**src/rtl/shadow1229_player_pkg.sv**
```systemverilog
// Shared definitions for the tune-player sequencing logic: FSM states,
// default note durations and the rest code.
package shadow1229_player_pkg;

  localparam int TICK_W = 12;

  localparam int TICKS_16TH_DEF = 326;
  localparam int TICKS_8TH_DEF  = 652;
  localparam int TICKS_4TH_DEF  = 1304;

  localparam logic [3:0] REST_CODE = 4'hF;

  typedef enum logic [2:0] {
    ST_IDLE,
    ST_FETCH_ID,
    ST_FETCH_PHRASE,
    ST_ISSUE,
    ST_HOLD,
    ST_NEXT
  } state_t;

endpackage

```
**src/rtl/shadow1229_note_timer.sv**
```systemverilog
// Loadable 12-bit down-counter timing a note in tick strobes; expire fires
// on the tick that would take the count from 1 to 0.
module shadow1229_note_timer
  import shadow1229_player_pkg::*;
(
  input  logic              clk,
  input  logic              reset,
  input  logic              i_load,
  input  logic [TICK_W-1:0] i_load_val,
  input  logic              i_tick,
  input  logic              i_freeze,
  output logic              o_expire
);

  localparam logic [TICK_W-1:0] ONE = 1;

  logic [TICK_W-1:0] r_count;
  logic              w_step;

  assign w_step   = i_tick && !i_freeze && (r_count != '0);
  assign o_expire = w_step && (r_count == ONE);

  always_ff @(posedge clk) begin
    if (reset) begin
      r_count <= '0;
    end else if (i_load) begin
      r_count <= i_load_val;
    end else if (w_step) begin
      r_count <= r_count - ONE;
    end
  end

endmodule

```
**src/rtl/shadow1229_note_scheduler.sv**
```systemverilog
// Tune-player sequencer: walks phrase addresses, fetches phrase rows from the
// external ROMs and offers notes one at a time to the tone generator.
// state        | meaning
// IDLE, FETCH_ID, FETCH_PHRASE | wait for run, latch phrase id, latch DB row
// ISSUE, HOLD, NEXT            | offer note, time note in ticks, advance note/phrase
module shadow1229_note_scheduler
  import shadow1229_player_pkg::*;
#(
  parameter int SONG_LEN      = 256,
  parameter int HIGHKEY_COUNT = 129,
  parameter int TICKS_16TH    = TICKS_16TH_DEF,
  parameter int TICKS_8TH     = TICKS_8TH_DEF,
  parameter int TICKS_4TH     = TICKS_4TH_DEF
) (
  input  logic              clk,
  input  logic              reset,
  input  logic              run,
  input  logic              tick,
  output logic [7:0]        phrase_addr,
  input  logic [4:0]        phrase_id_in,
  output logic [3:0]        phrase_id,
  output logic              phrase_type,
  input  logic [31:0]       phrase_data,
  input  logic [7:0]        length_data,
  input  logic [2:0]        n_note_in,
  output logic              note_valid,
  input  logic              note_ready,
  output logic [3:0]        note_code,
  output logic              note_highkey,
  output logic              note_fast,
  output logic [TICK_W-1:0] note_ticks,
  output logic              gate,
  output logic              song_wrap
);

  localparam logic [7:0]        LAST_ADDR = 8'(SONG_LEN - 1);
  localparam logic [8:0]        HK_ADDR   = 9'(HIGHKEY_COUNT);
  localparam logic [TICK_W-1:0] T16       = TICK_W'(TICKS_16TH);
  localparam logic [TICK_W-1:0] T8        = TICK_W'(TICKS_8TH);
  localparam logic [TICK_W-1:0] T4        = TICK_W'(TICKS_4TH);

  state_t            r_state, w_state_nxt;
  logic [7:0]        r_addr;
  logic [3:0]        r_id;
  logic              r_type;
  logic              r_highkey;
  logic [31:0]       r_pdata;
  logic [7:0]        r_ldata;
  logic [2:0]        r_n;
  logic [2:0]        r_k;
  logic              r_wrap;

  logic [3:0]        w_code;
  logic              w_len;
  logic [TICK_W-1:0] w_ticks;
  logic              w_accept;
  logic              w_expire;
  logic              w_active;

  // Note k sits at [31-4k -: 4] and its length bit at [7-k]; ~k == 7-k here.
  assign w_code = r_pdata[{~r_k, 2'b00} +: 4];
  assign w_len  = r_ldata[~r_k];

  always_comb begin
    w_ticks = T8;
    if (r_type) w_ticks = w_len ? T8 : T16;
    else        w_ticks = w_len ? T4 : T8;
  end

  assign w_accept = (r_state == ST_ISSUE) && note_ready;
  assign w_active = (r_state == ST_ISSUE) || (r_state == ST_HOLD);

  shadow1229_note_timer u_timer (
    .clk        (clk),
    .reset      (reset),
    .i_load     (w_accept),
    .i_load_val (w_ticks),
    .i_tick     (tick && (r_state == ST_HOLD)),
    .i_freeze   (!run),
    .o_expire   (w_expire)
  );

  always_ff @(posedge clk) begin
    if (reset) r_state <= ST_IDLE;
    else       r_state <= w_state_nxt;
  end

  // ISSUE ignores run so an offered note is never withdrawn.
  always_comb begin
    w_state_nxt = r_state;
    unique case (r_state)
      ST_IDLE:         if (run) w_state_nxt = ST_FETCH_ID;
      ST_FETCH_ID:     if (run) w_state_nxt = ST_FETCH_PHRASE;
      ST_FETCH_PHRASE: if (run) w_state_nxt = ST_ISSUE;
      ST_ISSUE:        if (note_ready) w_state_nxt = ST_HOLD;
      ST_HOLD:         if (w_expire) w_state_nxt = ST_NEXT;
      ST_NEXT:         if (run) w_state_nxt = (r_k < r_n) ? ST_ISSUE : ST_FETCH_ID;
      default:         w_state_nxt = ST_IDLE;
    endcase
  end

  always_ff @(posedge clk) begin
    if (reset) begin
      r_addr    <= '0;
      r_id      <= '0;
      r_type    <= 1'b0;
      r_highkey <= 1'b0;
      r_pdata   <= '0;
      r_ldata   <= '0;
      r_n       <= '0;
      r_k       <= '0;
      r_wrap    <= 1'b0;
    end else begin
      r_wrap <= 1'b0;
      if (run) begin
        unique case (r_state)
          ST_FETCH_ID: begin
            r_id      <= phrase_id_in[3:0];
            r_type    <= phrase_id_in[4];
            r_highkey <= ({1'b0, r_addr} >= HK_ADDR);
          end
          ST_FETCH_PHRASE: begin
            r_pdata <= phrase_data;
            r_ldata <= length_data;
            r_n     <= n_note_in;
            r_k     <= '0;
          end
          ST_NEXT: begin
            if (r_k < r_n) begin
              r_k <= r_k + 3'd1;
            end else if (r_addr == LAST_ADDR) begin
              r_addr <= '0;
              r_wrap <= 1'b1;
            end else begin
              r_addr <= r_addr + 8'd1;
            end
          end
          default: ;
        endcase
      end
    end
  end

  assign phrase_addr  = r_addr;
  assign phrase_id    = r_id;
  assign phrase_type  = r_type;
  assign note_valid   = (r_state == ST_ISSUE);
  assign note_code    = w_code;
  assign note_highkey = r_highkey;
  assign note_fast    = r_type;
  assign note_ticks   = w_active ? w_ticks : '0;
  assign gate         = (r_state == ST_HOLD) && run && (w_code != REST_CODE);
  assign song_wrap    = r_wrap;

endmodule

```
**config.mk**
```make
export PLATFORM = sky130hd
export DESIGN_NAME = shadow1229_note_scheduler
export DESIGN_NICKNAME = d
export VERILOG_FILES = /design/src/rtl/shadow1229_player_pkg.sv /design/src/rtl/shadow1229_note_timer.sv /design/src/rtl/shadow1229_note_scheduler.sv
export SDC_FILE = /design/constraint.sdc
export NUM_CORES = 1
export LEC_CHECK = 0
export CAP_MARGIN = 20
export CORE_UTILIZATION = 40
export CTS_CLUSTER_SIZE = 14
export DETAILED_ROUTE_END_ITERATION = 12
export PLACE_DENSITY = 0.78
export SYNTH_ARGS = -nofsm -noshare
export SYNTH_HDL_FRONTEND = slang
export SYNTH_SLANG_ARGS = --single-unit
```
**constraint.sdc**
```tcl
create_clock -name clk -period 2.4 [get_ports clk]
set_input_delay 0.48 -clock clk [delete_from_list [all_inputs] [get_ports clk]]
set_output_delay 0.48 -clock clk [all_outputs]
set_load 0.02 [all_outputs]
```
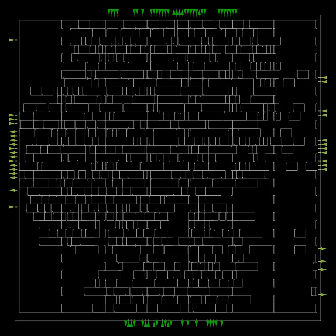
Fig. 1. Placement view.
Post-Layout Cell Count: 672
number of placement rows: 35

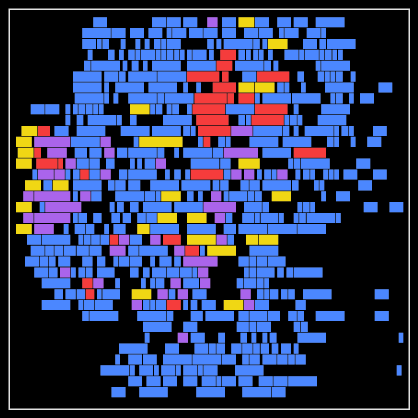
Fig. 2. Cells by drive strength.
Scale: 4 px per um.
- yellow: _6 and larger (cells 26)
- red: _2 cells (cells 28)
- blue: _0 and _1 cells (cells 447)
- purple: _3 and _4 cells (cells 42)

==> notes.md <==
Figures from the flow reports.

Status:
- The final reports fail on negative setup slack.
- The flow ran to the end, but the final reports show violations.

Final timing:
- The worst-case max-slew headroom was logged as 56.6%.
- The run puts the final setup violation count at 10.
- The run puts the slack of the critical path at -162 ps.
- The run puts the final clock period utilization by the worst path at 107%.
- At the pin with the least slew margin, the transition time is 647 ps.

Synthesis:
- By count the netlist is led by 98 x sky130_fd_sc_hd__nand2_1, 76 x sky130_fd_sc_hd__dfxtp_1, 60 x sky130_fd_sc_hd__a21oi_1.
- The synthesis log from Yosys contains 0 warnings.
- After synthesis the cells add up to 0.00381 mm2.
- The main area contributors are sky130_fd_sc_hd__dfxtp_1 40%, sky130_fd_sc_hd__nand2_1 9.7%, sky130_fd_sc_hd__a21oi_1 7.9%.

Worst setup path:
- Among all stages on the critical path, the maximum delay recorded is 550 ps.
- Listed in order, past its start point the critical path passes mux4_2 -> mux2i_4 -> buf_6 -> ha_4 -> nor2b_4 -> buf_6.
- According to the timing report, the arrival time at the worst endpoint equals 2080 ps.

Drt:
- The run gives the total vias in the final route as 3661.
- In this run the remaining antenna-violating nets after routing total 0.
- The run puts the aggregate routed wire length at 10.1 mm.
- The routed layout reports a DRC error count of 0.

Clock tree:
- The run puts the clock-pin slew on the worst setup and hold paths at 80 ps.

Power:
- Summing internal, switching and leakage power gives 2.60 mW.

Placed design:
- The run puts the detailed-placement wirelength estimate at 7.19 mm.

Run:
- The report counts max-capacitance violations totalling 0.

GRT:
- The run puts the wire length of the first global-routing pass at 16.8 mm.
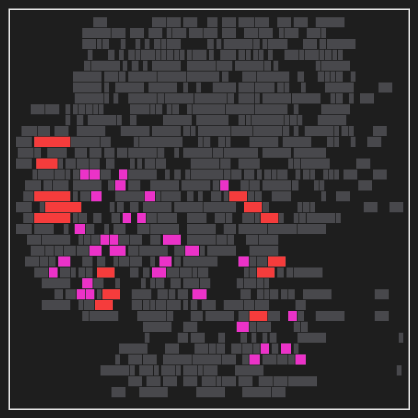
Fig. 3. Selected gate families.
Scale: 4 px per um.
- red: fa/ha/maj cells (cells 14; most used ha_1)
- magenta: and/or cells (cells 31; most used or4_1)

-- cell type report --
| cell class | instances | area [um2] | area share, % |
|---|---|---|---|
| clock buffers | 10 | 138 | 2.65 |
| inverters | 10 | 37.5 | 0.723 |
| flip-flops and latches | 76 | 1530 | 29.4 |
| well taps | 129 | 161 | 3.11 |
| multi-input cells | 329 | 2190 | 42.2 |
| repair buffers | 112 | 1070 | 20.6 |
| clock inverters | 6 | 70.1 | 1.35 |
-- worst max-delay path: cells and delay by family (launching register included) --
family        cells  cell delay (ps)
fa+ha+maj         1              190
buf+inv           2              280
flops             1              370
mux               2              780
simple gates      1              130
-- power breakdown --
part	switching [mW]	internal, mW	total (mW)
registers	0.0190	1.28	1.30
logic	0.136	0.155	0.291
clock network	0.492	0.516	1.01
-- metal layers --
metal  GRT usage, %  vias to the layer above  part of all wire [%]
met5              0                        -                     0
met2           34.4                      130                    48
met1           27.6                     1730                    44
met4           8.60                        0                   2.3
li1               -                     1780                     -
met3           4.43                       21                   5.7
-- final timing paths --
| path | start | endpoint | slack, ps | cells past startpoint |
|---|---|---|---|---|
| hold / removal | r_pdata[7] | r_pdata[7] | 460 | 2 |
| hold reg to reg | r_pdata[7] | r_pdata[7] | 460 | 2 |
| setup reg to reg | r_state[2] | u_timer.r_count[5] | 330 | 5 |
| setup / recovery | r_k[0] | note_ticks[7] | -160 | 6 |
-- per-stage QoR --
stage          util (%)  std cells
3_5_place_dp       52.7        653
6_report           56.2        672
2_1_floorplan         -        450
5_1_grt            56.2        672
4_1_cts            55.8        669
3_3_place_gp       52.7        653
-- sequential cells by signal (all words and copies together) (netlist names), 3 cells and up --
| signal | flops |
|---|---|
| u_timer.r_count | 12 |
| r_state | 3 |
| r_ldata | 8 |
| phrase_addr | 8 |
| phrase_id | 4 |
| r_k | 3 |
| r_pdata | 32 |
| r_n | 3 |
-- timing repair --
| action | CTS | global route |
|---|---|---|
| setup buffers | 0 | 3 |
| setup endpoints to repair | 14 | 11 |
| pin swaps | 1 | 0 |
| hold buffers | 0 | 0 |
| gates resized | 92 | 3 |
-- layout by cell type (no fill, tap or decap), drive strengths merged, types with 3 or more instances in the layout --
master          n
o31a            3
nor3            7
nand2b          4
nor4            3
clkbuf         10
nor2b           4
o311ai          3
clkdlybuf4s50  68
nand2          98
or3             8
nor2           18
buf            44
nand4           3
inv            12
ha             14
o21a            3
nor4b           3
conb            3
or4             9
mux4           10
or2             3
o21ai           7
mux2            4
clkinvlp        3
dfxtp          76
a21oi          60
nand3          11
o211ai          5
mux2i           6
o31ai           7
a31oi           7
-- cells by family (layout without fill, tap and decap cells) --
family                   after synthesis  after routing  synth area share (%)
buffers and inverters                 45            138                  5.68
multiplexers                          20             20                  8.67
flip-flops                            76             76                  39.9
AND-OR/OR-AND                        105            105                  16.5
adder cells (fa/ha/maj)               14             14                  4.60
other                                  1              3                0.0984
AND/OR/NAND/NOR                      186            186                  24.3
XOR/XNOR                               1              1                 0.230
No activity file was given, so power comes from the tool's default toggle rates.
